**src/rtl/nsadd_pkg.sv**
```systemverilog
// Shared types and constants for the nibble-serial adder sequencer.
package nsadd_pkg;

    typedef enum logic [1:0] {IDLE, ADD, DONE} nsadd_state_t;

    localparam int NIBBLE_W = 4;

    // Floors at 1 so a single-nibble build still gets a legal counter.
    function automatic int clog2(input int n);
        int w;
        w = 0;
        while ((1 << w) < n) w++;
        return (w < 1) ? 1 : w;
    endfunction

endpackage

```
**src/rtl/rca4.sv**
```systemverilog
// Combinational 4-bit ripple-carry adder slice.
module rca4 (
    input  logic [3:0] a,
    input  logic [3:0] b,
    input  logic       ci,
    output logic [3:0] s,
    output logic       co
);

    logic [4:0] c;

    assign c[0] = ci;

    for (genvar i = 0; i < 4; i++) begin : g_fa
        assign s[i]   = a[i] ^ b[i] ^ c[i];
        assign c[i+1] = (a[i] & b[i]) | (c[i] & (a[i] ^ b[i]));
    end

    assign co = c[4];

endmodule

```
**src/rtl/nibble_serial_add.sv**
```systemverilog
// Nibble-serial W-bit adder driving one rca4, LS nibble first, carry registered.
// Optional signed-overflow output enabled by defining NSADD_OVF_EN.
module nibble_serial_add
    import nsadd_pkg::*;
#(
    parameter int NIBBLES = 4,
    localparam int W      = NIBBLE_W * NIBBLES,
    localparam int CW     = clog2(NIBBLES)
) (
    input  logic         clk,
    input  logic         rst_n,
    input  logic         in_valid,
    output logic         in_ready,
    input  logic [W-1:0] in_a,
    input  logic [W-1:0] in_b,
    input  logic         in_ci,
    output logic         out_valid,
    input  logic         out_ready,
    output logic [W-1:0] out_s,
    output logic         out_co,
`ifdef NSADD_OVF_EN
    output logic         busy,
    output logic         ovf
`else
    output logic         busy
`endif
);

    nsadd_state_t  state_q;
    logic [W-1:0]  a_q, b_q, s_q;
    logic [W-1:0]  s_d;
    logic          c_q, co_q;
    logic [CW-1:0] cnt_q;
    logic [3:0]    nib_s;
    logic          nib_co;
`ifdef NSADD_OVF_EN
    logic          sa_q, sb_q, ovf_q;
`endif

    rca4 u_rca4 (
        .a  (a_q[3:0]),
        .b  (b_q[3:0]),
        .ci (c_q),
        .s  (nib_s),
        .co (nib_co)
    );

    // New nibble enters at the top; after NIBBLES shifts s_q holds the full sum.
    assign s_d = (s_q >> NIBBLE_W) | (W'(nib_s) << (W - NIBBLE_W));

    always_ff @(posedge clk or negedge rst_n) begin
        if (!rst_n) begin
            state_q <= IDLE;
            a_q     <= '0;
            b_q     <= '0;
            s_q     <= '0;
            c_q     <= 1'b0;
            co_q    <= 1'b0;
            cnt_q   <= '0;
`ifdef NSADD_OVF_EN
            sa_q    <= 1'b0;
            sb_q    <= 1'b0;
            ovf_q   <= 1'b0;
`endif
        end else begin
            case (state_q)
                IDLE: begin
                    if (in_valid) begin
                        a_q     <= in_a;
                        b_q     <= in_b;
                        c_q     <= in_ci;
                        cnt_q   <= '0;
`ifdef NSADD_OVF_EN
                        sa_q    <= in_a[W-1];
                        sb_q    <= in_b[W-1];
`endif
                        state_q <= ADD;
                    end
                end
                ADD: begin
                    s_q   <= s_d;
                    a_q   <= a_q >> NIBBLE_W;
                    b_q   <= b_q >> NIBBLE_W;
                    c_q   <= nib_co;
                    cnt_q <= cnt_q + 1'b1;
                    if (cnt_q == CW'(NIBBLES - 1)) begin
                        co_q    <= nib_co;
`ifdef NSADD_OVF_EN
                        // nib_s[3] is the sum's sign bit on the last nibble.
                        ovf_q   <= (sa_q == sb_q) && (nib_s[3] != sa_q);
`endif
                        state_q <= DONE;
                    end
                end
                DONE: begin
                    if (out_ready) state_q <= IDLE;
                end
                default: state_q <= IDLE;
            endcase
        end
    end

    assign in_ready  = (state_q == IDLE);
    assign out_valid = (state_q == DONE);
    assign busy      = (state_q != IDLE);
    assign out_s     = s_q;
    assign out_co    = co_q;
`ifdef NSADD_OVF_EN
    assign ovf       = ovf_q;
`endif

endmodule

```
**config.mk**
```make
export PLATFORM = sky130hd
export DESIGN_NAME = nibble_serial_add
export DESIGN_NICKNAME = d
export VERILOG_FILES = /design/src/rtl/nsadd_pkg.sv /design/src/rtl/rca4.sv /design/src/rtl/nibble_serial_add.sv
export SDC_FILE = /design/constraint.sdc
export NUM_CORES = 1
export LEC_CHECK = 0
export CORE_MARGIN = 8
export CORE_UTILIZATION = 45
export DETAILED_ROUTE_END_ITERATION = 6
export GPL_ROUTABILITY_DRIVEN = 0
export PLACE_DENSITY = 0.81
export RECOVER_POWER = 25
export SETUP_SLACK_MARGIN = 0.05
export SYNTH_ARGS = -nofsm -noshare
export SYNTH_HDL_FRONTEND = slang
export SYNTH_SLANG_ARGS = --single-unit
```
**constraint.sdc**
```tcl
create_clock -name clk -period 2 [get_ports clk]
set_input_delay 0.2 -clock clk [delete_from_list [all_inputs] [get_ports clk]]
set_output_delay 0.2 -clock clk [all_outputs]
set_load 0.03 [all_outputs]
```
==> results_slide.txt <==
Implementation Results

Pwr
  • PD cells: approximately 1700 nW/um2
  • Leak Pwr: around 1.4 nW
  • Pwr Total: approximately 5.5 mW
  • Max rail drop VDD: ~0.84 mV

Synthesis
  • Yosys warnings: 0
  • Synth Instances: 210
  • Synth area leader: dfrtp_1
  • Floorplan Nets: approximately 250
  • Synth top area share: 55.79%
  • Synth flops: around 54
  • Post-synth seq share: between 50% and 60%

Timing
  • Setup WS post-layout: -0.04833 ns
  • Slew headroom: between 10 and 15%
  • RSZ-0062 raised after global routing: true
  • Final tally of setup violations: 2
  • Final Max Tran Viols: 0
  • Final hold slack: ~0.25 ns

Placed design
  • Placed Cells: about 330
  • Port buffer count: 56
  • Cell Area, Placed: between 3000 and 4000 um2
  • HPWL after DPL: around 4.0 mm
  • Pre-CTS setup slack: -0.05242 ns

Clocking
  • Worst-path clk slew: roughly 0.090 ns
  • Clock sink total: about 54
  • Clock root buffer: clkbuf_8
  • Latency at later pin: approximately 0.3 ns
  • Max Root-Sink Buffers: 2
  • CTS tree: built

GRT
  • Initial antenna violation count: 0
  • Largest net degree at the start of global routing: ~55
  • Global-route wire length before repair: 9.459 mm

Finish
  • Combinational gates: roughly 130
  • N_diodes: 0
  • Combinational fraction of the cell area: ~30%
  • Register area: 1353 um2
  • Top cells excl fill/tap: dfrtp_1 (53), clkdlybuf4s50_1 (53), o22ai_1 (30), a21oi_1 (22), nor2_1 (15)
  • Logic area: around 950 um2
  • Total Nets Final: around 310
  • Clock Buffer Count: 7
  • Filler instances: around 470
  • Clock network area share: between 2 and 3%
  • Layout buffer count excluding clock buffers: about 67

Floorplan
  • I/O pin count: between 50 and 60
  • Init Core Util: 47.13%
  • Chip area: ~8000 um2
  • Die Wd: 89.37 um

Worst setup path
  • Critical Path End Type: flop
  • Reg2Reg Setup Slack: -0.05 ns
  • Reg2reg path depth: 8
  • Reg-to-reg endpoint: out_s[15]$_DFFE_PN0P_
  • Crit path kind: flop to flop
  • RR Startpoint: a_q[0]$_DFFE_PN0P_
  • Crit path DRT: 2.24 ns
  • CP max FO: 2
  • Endpoint arrival time on the critical path: 2.29 ns

Hold path
  • Min-Delay Path Class: input pin to async pin

Detailed routing
  • TritonRoute pass-1 iters: 4
  • DRT iter0 DRCs: between 100 and 150
  • Final WL: between 5 and 6 mm
  • Max layer used: met4
  • Routed wl met3: approximately 400 um

Status
  • Outcome: finished, violations left
  • Violated checks: negative setup slack

Flow run
  • Max_cap viols: 0
worst max-delay path, cell delays in order, from the launching register on:
cell     delay, ns
dfrtp_1       0.41
fa_2          0.39
inv_2         0.06
fa_2          0.18
inv_2         0.04
fa_2          0.33
inv_2         0.06
fa_1          0.40
o21ai_1       0.12
synth_stat cells (all sizes together):
cell type	n
dfrtp	54
o22ai	30
a21oi	22
nor2	16
mux2	14
o21ai	12
buf	11
inv	11
nand2	8
clkbuf	5
nand3b	5
a32o	4
fa	4
nand2b	4
o221a	4
a22o	1
and2b	1
ha	1
o21ba	1
o21bai	1
o31ai	1
report_power, final:
group / internal (mW) / total [mW] / switching (mW)
registers: 1.63 / 2.01 / 0.374
logic: 1.44 / 2.92 / 1.48
clock network: 0.280 / 0.620 / 0.340
total: 3.36 / 5.54 / 2.19
cells by family (layout without fill, tap and decap cells):
kind of cell | count (synthesis) | count (layout) | share of synthesized area (%)
compound gates | 76 | 76 | 19.68
fa+ha+maj | 5 | 5 | 3.822
buf+inv | 27 | 86 | 5.630
flops | 54 | 54 | 55.79
mux | 14 | 14 | 8.368
simple gates | 34 | 34 | 6.715
flip-flops by register name, summed over array words and instances (netlist names):
name,cells
out_s,16
state_q,2
out_co,1
c_q,1
b_q,16
cnt_q,2
a_q,16
how the worst max path moves through the flow:
| stage | cells after the start | endpoint |
|---|---|---|
| 5_1_grt | 8 | out_s[15]$_DFFE_PN0P_ |
| 6_report | 8 | out_s[15]$_DFFE_PN0P_ |
| 2_1_floorplan | 8 | out_s[15]$_DFFE_PN0P_ |
| 3_3_place_gp | 8 | out_s[15]$_DFFE_PN0P_ |
| 4_1_cts | 8 | out_s[15]$_DFFE_PN0P_ |
| 3_5_place_dp | 8 | out_s[15]$_DFFE_PN0P_ |
### Congestion heat map

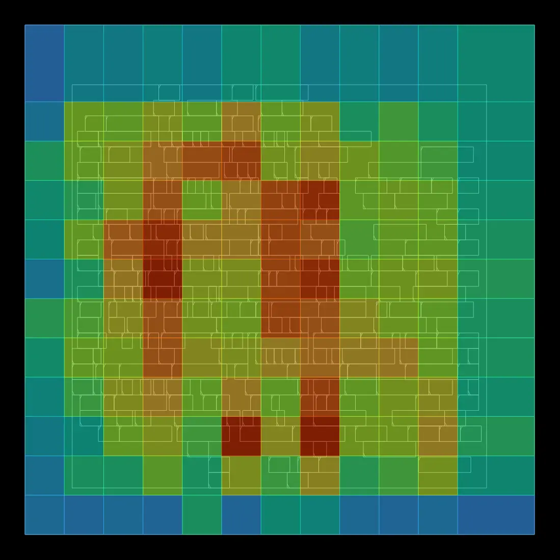
overall global routing resource usage: 15.16%
grt peak-use layer: met2
Layout Utilization: 61.66%
GR Layer Usage met2: 25.05%
GR Layer Usage met3: 4.320%

### Cells colored by class

Bar = 20 um.
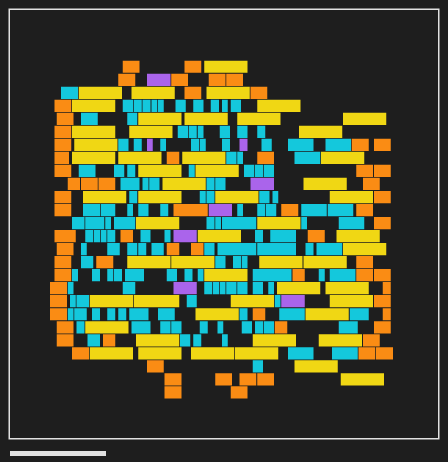
- cyan: all other logic (cells 140)
- yellow: flip-flops (cells 54)
- purple: clock drivers and dummy loads (cells 8)
- orange: other buffers and delay cells (cells 67)
post-route cell area: 3169 um2
Core ar.: 5140 um2
fraction of area in registers: 42.68%
row count: 26

Power is estimated from default activity; no workload was simulated.
